**config.mk**
```make
export PLATFORM = sky130hd
export DESIGN_NAME = morse_decoder_fifo
export DESIGN_NICKNAME = d
export VERILOG_FILES = /design/src/rtl/morse_decoder_fifo.sv
export SDC_FILE = /design/constraint.sdc
export NUM_CORES = 1
export LEC_CHECK = 0
export CAP_MARGIN = 10
export CORE_MARGIN = 1.5
export CORE_UTILIZATION = 50
export CTS_BUF_LIST = sky130_fd_sc_hd__clkbuf_4
export DETAILED_ROUTE_END_ITERATION = 16
export PLACE_DENSITY = 0.69
export SYNTH_ARGS = -nofsm -noshare
export SYNTH_HDL_FRONTEND = slang
export SYNTH_SLANG_ARGS = --single-unit
```
**constraint.sdc**
```tcl
create_clock -name clk -period 4.2 [get_ports clk]
set_clock_uncertainty 0.05 [all_clocks]
set_input_delay 0.42 -clock clk [delete_from_list [all_inputs] [get_ports clk]]
set_output_delay 0.42 -clock clk [all_outputs]
set_load 0.005 [all_outputs]
```
**src/rtl/morse_decoder_fifo.sv**
```systemverilog
// Morse symbol decoder: collects dot/dash pulses per character, enforces char/word gaps,
// translates ITU codes to ASCII and buffers the result in a valid/ready output FIFO.
module morse_decoder_fifo #(
    parameter int unsigned CHAR_GAP     = 3,
    parameter int unsigned WORD_GAP     = 7,
    parameter int unsigned MAX_SYMS     = 5,
    parameter int unsigned FIFO_DEPTH   = 4,
    parameter logic [7:0]  UNKNOWN_CHAR = 8'h3F
) (
    input  logic                          clk,
    input  logic                          rst,
    input  logic                          dot_inp,
    input  logic                          dash_inp,
    input  logic                          char_space_inp,
    input  logic                          word_space_inp,
    output logic [7:0]                    sout,
    output logic                          sout_valid,
    input  logic                          sout_ready,
    output logic [$clog2(FIFO_DEPTH):0]   fifo_level,
    output logic                          err_protocol,
    output logic                          overflow
);

    localparam int unsigned AW   = $clog2(FIFO_DEPTH);
    localparam int unsigned LW   = AW + 1;
    localparam int unsigned CW   = 4;
    localparam int unsigned GMAX = (CHAR_GAP > WORD_GAP) ? CHAR_GAP : WORD_GAP;
    localparam int unsigned GW   = $clog2(GMAX + 1);

    typedef enum logic [1:0] {
        S_IDLE,
        S_COLLECT,
        S_CGAP,
        S_WGAP
    } state_e;

    state_e          state_q, state_d;
    logic [7:0]      code_q, code_d;
    logic [CW-1:0]   cnt_q, cnt_d;
    logic            ovl_q, ovl_d;
    logic [GW-1:0]   gap_q, gap_d;
    logic            pend_q, pend_d;
    logic [7:0]      pchar_q, pchar_d;
    logic            err_q, err_d;

    logic            push_c;
    logic [7:0]      push_data_c;
    logic [7:0]      dec_char_c;
    logic [3:0]      in_vec_c;
    logic            multi_c;
    logic            any_c;

    // ITU table keyed on {symbol count, symbols}; first symbol is the MSB, dash = 1
    function automatic logic [7:0] itu_lookup(input logic [3:0] n, input logic [7:0] c);
        case ({n, c})
            12'h201: itu_lookup = 8'h41; 12'h408: itu_lookup = 8'h42;
            12'h40A: itu_lookup = 8'h43; 12'h304: itu_lookup = 8'h44;
            12'h100: itu_lookup = 8'h45; 12'h402: itu_lookup = 8'h46;
            12'h306: itu_lookup = 8'h47; 12'h400: itu_lookup = 8'h48;
            12'h200: itu_lookup = 8'h49; 12'h407: itu_lookup = 8'h4A;
            12'h305: itu_lookup = 8'h4B; 12'h404: itu_lookup = 8'h4C;
            12'h203: itu_lookup = 8'h4D; 12'h202: itu_lookup = 8'h4E;
            12'h307: itu_lookup = 8'h4F; 12'h406: itu_lookup = 8'h50;
            12'h40D: itu_lookup = 8'h51; 12'h302: itu_lookup = 8'h52;
            12'h300: itu_lookup = 8'h53; 12'h101: itu_lookup = 8'h54;
            12'h301: itu_lookup = 8'h55; 12'h401: itu_lookup = 8'h56;
            12'h303: itu_lookup = 8'h57; 12'h409: itu_lookup = 8'h58;
            12'h40B: itu_lookup = 8'h59; 12'h40C: itu_lookup = 8'h5A;
            12'h51F: itu_lookup = 8'h30; 12'h50F: itu_lookup = 8'h31;
            12'h507: itu_lookup = 8'h32; 12'h503: itu_lookup = 8'h33;
            12'h501: itu_lookup = 8'h34; 12'h500: itu_lookup = 8'h35;
            12'h510: itu_lookup = 8'h36; 12'h518: itu_lookup = 8'h37;
            12'h51C: itu_lookup = 8'h38; 12'h51E: itu_lookup = 8'h39;
            default: itu_lookup = UNKNOWN_CHAR;
        endcase
    endfunction

    assign dec_char_c = ovl_q ? UNKNOWN_CHAR : itu_lookup(cnt_q, code_q);
    assign in_vec_c   = {dot_inp, dash_inp, char_space_inp, word_space_inp};
    assign multi_c    = (in_vec_c & (in_vec_c - 4'd1)) != 4'd0;
    assign any_c      = in_vec_c != 4'd0;

    always_ff @(posedge clk) begin
        if (rst) begin
            state_q <= S_IDLE;
            code_q  <= 8'h00;
            cnt_q   <= '0;
            ovl_q   <= 1'b0;
            gap_q   <= '0;
            pend_q  <= 1'b0;
            pchar_q <= 8'h00;
            err_q   <= 1'b0;
        end else begin
            state_q <= state_d;
            code_q  <= code_d;
            cnt_q   <= cnt_d;
            ovl_q   <= ovl_d;
            gap_q   <= gap_d;
            pend_q  <= pend_d;
            pchar_q <= pchar_d;
            err_q   <= err_d;
        end
    end

    always_comb begin
        state_d     = state_q;
        code_d      = code_q;
        cnt_d       = cnt_q;
        ovl_d       = ovl_q;
        gap_d       = gap_q;
        pend_d      = pend_q;
        pchar_d     = pchar_q;
        err_d       = 1'b0;
        push_c      = 1'b0;
        push_data_c = 8'h00;

        case (state_q)
            S_IDLE, S_COLLECT: begin
                if (multi_c) begin
                    err_d = 1'b1;
                end else if (dot_inp || dash_inp) begin
                    if (cnt_q == CW'(MAX_SYMS)) begin
                        ovl_d = 1'b1;
                        err_d = 1'b1;
                    end else begin
                        code_d  = {code_q[6:0], dash_inp};
                        cnt_d   = cnt_q + CW'(1);
                        state_d = S_COLLECT;
                    end
                end else if (char_space_inp) begin
                    if (state_q == S_COLLECT) begin
                        state_d = S_CGAP;
                        gap_d   = GW'(CHAR_GAP - 1);
                    end
                end else if (word_space_inp) begin
                    state_d = S_WGAP;
                    gap_d   = GW'(WORD_GAP - 1);
                    // Held character is latched here and pushed on the following edge
                    if (state_q == S_COLLECT) begin
                        pend_d  = 1'b1;
                        pchar_d = dec_char_c;
                        code_d  = 8'h00;
                        cnt_d   = '0;
                        ovl_d   = 1'b0;
                    end
                end
            end
            S_CGAP: begin
                err_d = any_c;
                if (gap_q == '0) begin
                    push_c      = 1'b1;
                    push_data_c = dec_char_c;
                    state_d     = S_IDLE;
                    code_d      = 8'h00;
                    cnt_d       = '0;
                    ovl_d       = 1'b0;
                end else begin
                    gap_d = gap_q - GW'(1);
                end
            end
            S_WGAP: begin
                err_d = any_c;
                if (pend_q) begin
                    push_c      = 1'b1;
                    push_data_c = pchar_q;
                    pend_d      = 1'b0;
                end
                if (gap_q != '0) begin
                    gap_d = gap_q - GW'(1);
                end else if (!pend_q) begin
                    push_c      = 1'b1;
                    push_data_c = 8'h20;
                    state_d     = S_IDLE;
                end
            end
            default: state_d = S_IDLE;
        endcase
    end

    logic [7:0]    mem_q [FIFO_DEPTH];
    logic [AW-1:0] wr_q, rd_q;
    logic [LW-1:0] level_q;
    logic          ovf_q;
    logic          pop_c;
    logic          full_c;
    logic          do_push_c;

    assign pop_c     = (level_q != '0) && sout_ready;
    assign full_c    = level_q == LW'(FIFO_DEPTH);
    assign do_push_c = push_c && (!full_c || pop_c);

    // Output FIFO pointers, occupancy and sticky overflow
    always_ff @(posedge clk) begin
        if (rst) begin
            wr_q    <= '0;
            rd_q    <= '0;
            level_q <= '0;
            ovf_q   <= 1'b0;
        end else begin
            if (do_push_c) wr_q <= wr_q + AW'(1);
            if (pop_c)     rd_q <= rd_q + AW'(1);
            if (do_push_c && !pop_c)      level_q <= level_q + LW'(1);
            else if (!do_push_c && pop_c) level_q <= level_q - LW'(1);
            if (push_c && full_c && !pop_c) ovf_q <= 1'b1;
        end
    end

    always_ff @(posedge clk) begin
        if (do_push_c) mem_q[wr_q] <= push_data_c;
    end

    assign sout         = (level_q != '0) ? mem_q[rd_q] : 8'h00;
    assign sout_valid   = level_q != '0;
    assign fifo_level   = level_q;
    assign err_protocol = err_q;
    assign overflow     = ovf_q;

endmodule

```
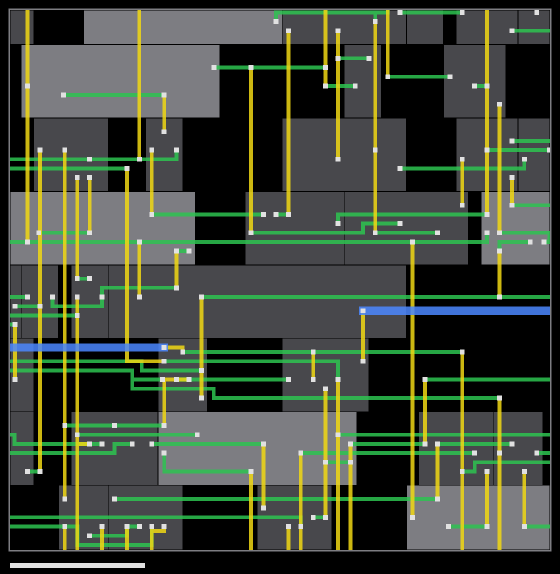
*Layout detail*
The bar under the picture is 5 µm long. Region (35, 52) to (55, 72) µm. Cells in grey, sequential cells in the stronger grey; small squares are vias.
Key: green = metal 1; blue = metal 3; yellow = metal 2
Netlist names of flops here include pchar_q (3), wr_q (1). Most frequent: dfxtp_1 (4), and2_1 (3). Sequential cells in the window: 4. 24 logic cells have their middle in the window.

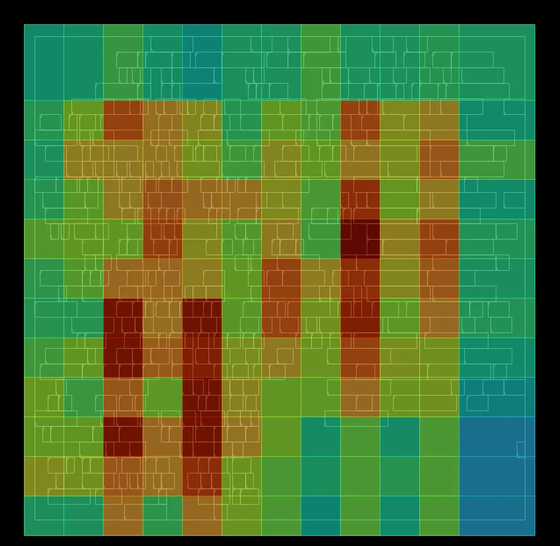
*Congestion heat map*
GR Layer Usage met1: 27.9%
met2 routing resource usage after global routing: 32.8%
Total Routing Usage GR: 20.9%

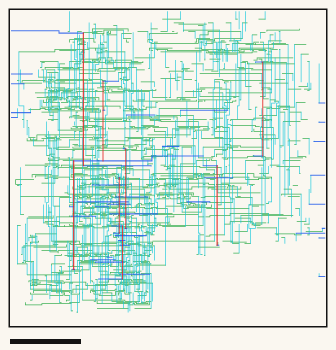
*Signal wires by layer*
The bar under the picture is 20 µm long.
Key: cyan = metal 2 [wire length 3600 µm]; green = metal 1 [wire length 3600 µm]; blue = metal 3 [wire length 288 µm]; red = metal 4 [wire length 192 µm]
DRT Wirelength: 7680 µm
number of vias after detailed routing: 2906
average wire per standard cell: 15.3 µm

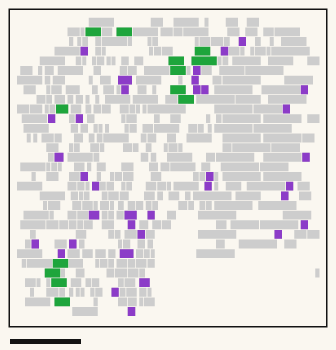
*Gate families picked out*
The bar under the picture is 20 µm long.
Key: green = adder and majority cells [cells 13, most used ha_1]; purple = AND and OR gates [cells 35, most used and2_1]

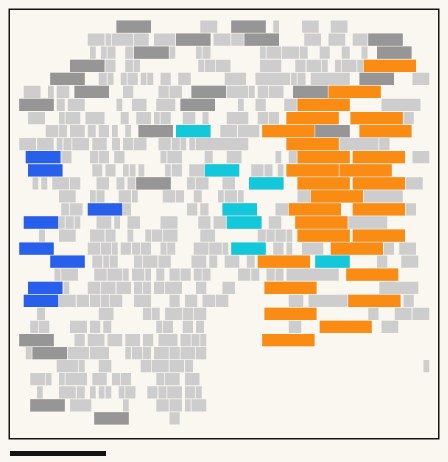
*Sequential cells coloured by netlist name*
The bar under the picture is 20 µm long.
Key: blue = code_q [flops 8, where left middle]; orange = mem_q [flops 28]; cyan = pchar_q [flops 7, where middle]
Another 22 sequential cells are not coloured.

==> notes.md <==
Notes from the flow run.

Cells and area:
- The run gives the fraction of standard cell area that is sequential as 38.5%.
- The sequential cells in the finished layout cover a total of 0.00158 mm².
- The register with the most flip-flops in the layout has 28 of them.
- The run gives the count of non-CTS inverters in the layout as 12.
- The run puts the final core utilization at 56.9%.
- The run puts the final standard cell area without fillers at 0.00411 mm².
- The clock buffers instantiated in the layout total 9.
- The run puts the ratio of cells with drive above 1 in the final layout at 9.20%.
- Leaving out fill and tap cells, the most frequent cell in the layout is nor2_1.
- In the final layout, non-clock buffers account for 5.73% of the cell area.
- The area growth from synthesis to layout is 10.7%.
- The run puts the final-stage net count at 416.
- The run puts the tally of non-filler cells in the final layout at 501.
- The largest register by flop count is mem_q.
- The run puts the multi-input gate share of total cell area at 47.6%.
- The library cells used most frequently in the layout, excluding fill and tap cells, are 44 x nor2_1, 37 x dfxtp_1, 28 x edfxtp_1.
- 284 cells are multi-input combinational gates.
- Among all cell classes, the greatest summed area belongs to multi-input combinational cells.
- The run gives the fill cell instance count of the final layout as 666.
- The largest registers in the layout are mem_q (28), code_q (8), pchar_q (7).

Power and ir drop:
- Combinational cells account for 27.2% of the total power.
- The run puts the combinational power at 0.467 mW.
- The run puts the sequential group power at 0.748 mW.
- Of the total power, registers draw 43.6%.
- The run gives the total clock network power as 0.499 mW.
- The run gives the internal power as 1.22 mW.
- The run gives the total power draw as 1.71 mW.
- The run gives the worst ir drop on vdd as 0.000170 V.
- The run gives the relative contribution of the clock network to total power as 29.1%.
- The switching component of the power was reported as 0.499 mW.
- The largest share of the power goes to registers.
- The run puts the net switching share of the total power at 29.1%.

Setup path:
- Counting stages on the worst path, the most repeated cell is a21oi_1.
- The signal on the critical path passes through and3b_1 > nand2_1 > a2111oi_0 > a211oi_1 > a21oi_1 > a21oi_1.
- The run puts the cell count along the critical path at 6.
- The run gives the family with the most delay on the worst path as AND-OR/OR-AND gates.
- The run gives the number of buffers and inverters on the critical path as 0.
- OpenSTA lists the critical path startpoint as cnt_q[2].
- The run puts the data arrival time of the critical path at 3.15 ns.
- The run gives the end of the worst register-to-register path as mem_q[0][0].
- The run gives the worst-path maximum fanout as 20.
- The worst register-to-register path depth is 6.
- STA classifies the critical path startpoint as a flop.
- The run gives the capturing element of the worst setup path as mem_q[0][0].
- The setup check on the worst reg-to-reg path leaves a slack of 1.11 ns.
- The run gives the launch instance of the worst register-to-register path as cnt_q[2].

STA:
- The run puts the count of final setup violators at 0.
- The run gives the worst hold slack as 0.435 ns.
- The run puts the final tally of hold violations at 0.
- The run gives the final critical path time including I/O delays and setup as 3.09 ns.
- The run puts the max-slew violation total from the final report at 0.
- The transition time recorded at the tightest slew-check pin is 0.817 ns.
- Setup repair after global routing left no endpoint under its margin.
- The run gives the period utilization as 73.5%.
- The run gives the final setup slack of the worst path as 1.11 ns.

Synth:
- The number of nets handed over by synthesis was 410.
- The run gives the area fraction of the dominant cell type after synthesis as 22.7%.
- The synthesized design spends more area on one cell type than any other, namely edfxtp_1.
- The run puts the area share of and/or/nand/nor cells after synthesis at 22.6%.
- The run gives the post-synthesis share of cell area spent on and-or and or-and gates as 15.7%.
- The run gives the warning count from the yosys run as 0.
- The run gives the portion of the post-synthesis area used by sequential elements as 42.6%.
- The run gives the total cell area reported by yosys after synthesis as 0.00371 mm².
- Synthesis handed over a netlist of 391 instances.
- The run gives the yosys stat cell total as 391.
- The run gives the share of synthesized area spent on multiplexers as 7.82%.
- The run gives the XOR/XNOR share of the synthesized area as 1.89%.
- The run gives the distinct cell type count after synthesis as 60.
- The run gives the share of flip-flops with an asynchronous set or reset as 0%.
- The run puts the area share of fa/ha/maj cells after synthesis at 4.52%.
- The run puts the netlist area before placement at 0.00371 mm².
- Looking at the cell usage after synthesis, the top flip-flop cell is dfxtp_1.

Floorplan:
- The chip occupies 0.00795 mm².
- The run gives the vertical die dimension as 89.1 µm.
- The run gives the core utilization at floorplan as 51.4%.
- The run puts the number of well taps at 99.
- The die is 89.1 µm wide.
- The run gives the number of top-level pins as 21.
- The run gives the number of rows in the core area as 31.

Hold path:
- The worst hold path begins at overflow.
- Hold analysis shows the worst path with a depth of 2.
- The path with the worst hold slack has its endpoint at overflow.

CTS:
- Looking at the clock tree report, the root buffer type is clkbuf_4.
- TritonCTS built the clock tree.
- The run gives the number of clock buffers inserted by TritonCTS as 9.
- The run puts the register clock-pin slew on the reported worst setup and hold paths at 0.12 ns.
- The run puts the maximum buffer depth of the clock tree at 2.
- Buffers added to address setup during post-CTS repair amount to 0.
- At the later pin of the worst-skew pair, clock insertion delay measures 0.42 ns.
- The run puts the count of clock tree sinks at 65.
- The run puts the count of H-tree levels built during CTS at 3.

Placement:
- The run gives the cell area after placement as 0.00394 mm².
- RePlAce ended its routability-driven mode at a weighted congestion of 0.885.
- Summed over all nets, the half-perimeter wirelength after detailed placement is 5440 µm.
- During placement, the flow inserted port buffers numbering 19.
- The run puts the cell count after placement at 485.

Drt:
- The run puts the met2 wirelength from detailed routing at 3600 µm.
- The run puts the met3 wire length at 288 µm.
- Routed signal wires occupy layers up through met4.
- The run gives the detailed-route DRC error count as 0.
- The run gives the number of detailed-route iterations in the first pass as 4.
- The run puts the number of DRC markers after the initial detailed-route iteration at 136.
- The run gives the number of vias per cell as 5.80.

Global route:
- Entering global routing, the biggest net connects 26 pins.
- The run puts the initial antenna violation count at 0.
- Global routing put the most usage on met2.
- The run puts the global-route wire length before repair at 12600 µm.
- The run gives the global routing met3 resource utilization as 3.60%.
- The run puts the via count of the first global-routing pass at 2615.
- The run gives the aggregate global routing overflow as 0.

Run status:
- The flow ran to the end, and the final reports show no timing, DRC or antenna violations.

Flow run:
- The run puts the count of max-cap constraint violations at 0.
-- cell usage after synthesis (3+ instances only) --
master and count:
nor4_1 3, mux4_2 7, a32oi_1 4, nand3_1 11, nor2_1 44, clkbuf_1 17, nor2b_1 9, ha_1 11
o31ai_1 5, nand2b_1 8, xor2_1 4, nand2_1 18, buf_2 8, dfxtp_1 37, a2111oi_0 4, and3_1 7
nor3b_1 5, nor3_1 6, o22ai_1 3, and2_1 14, or3_1 6, xnor2_1 4, buf_1 3, nand4_1 7
edfxtp_1 28, mux2i_1 11, o21ai_0 13, inv_1 12, a211oi_1 9, nor4b_1 6, a21oi_1 27
Power figures rest on the tool's default switching activity, not on a simulated workload.
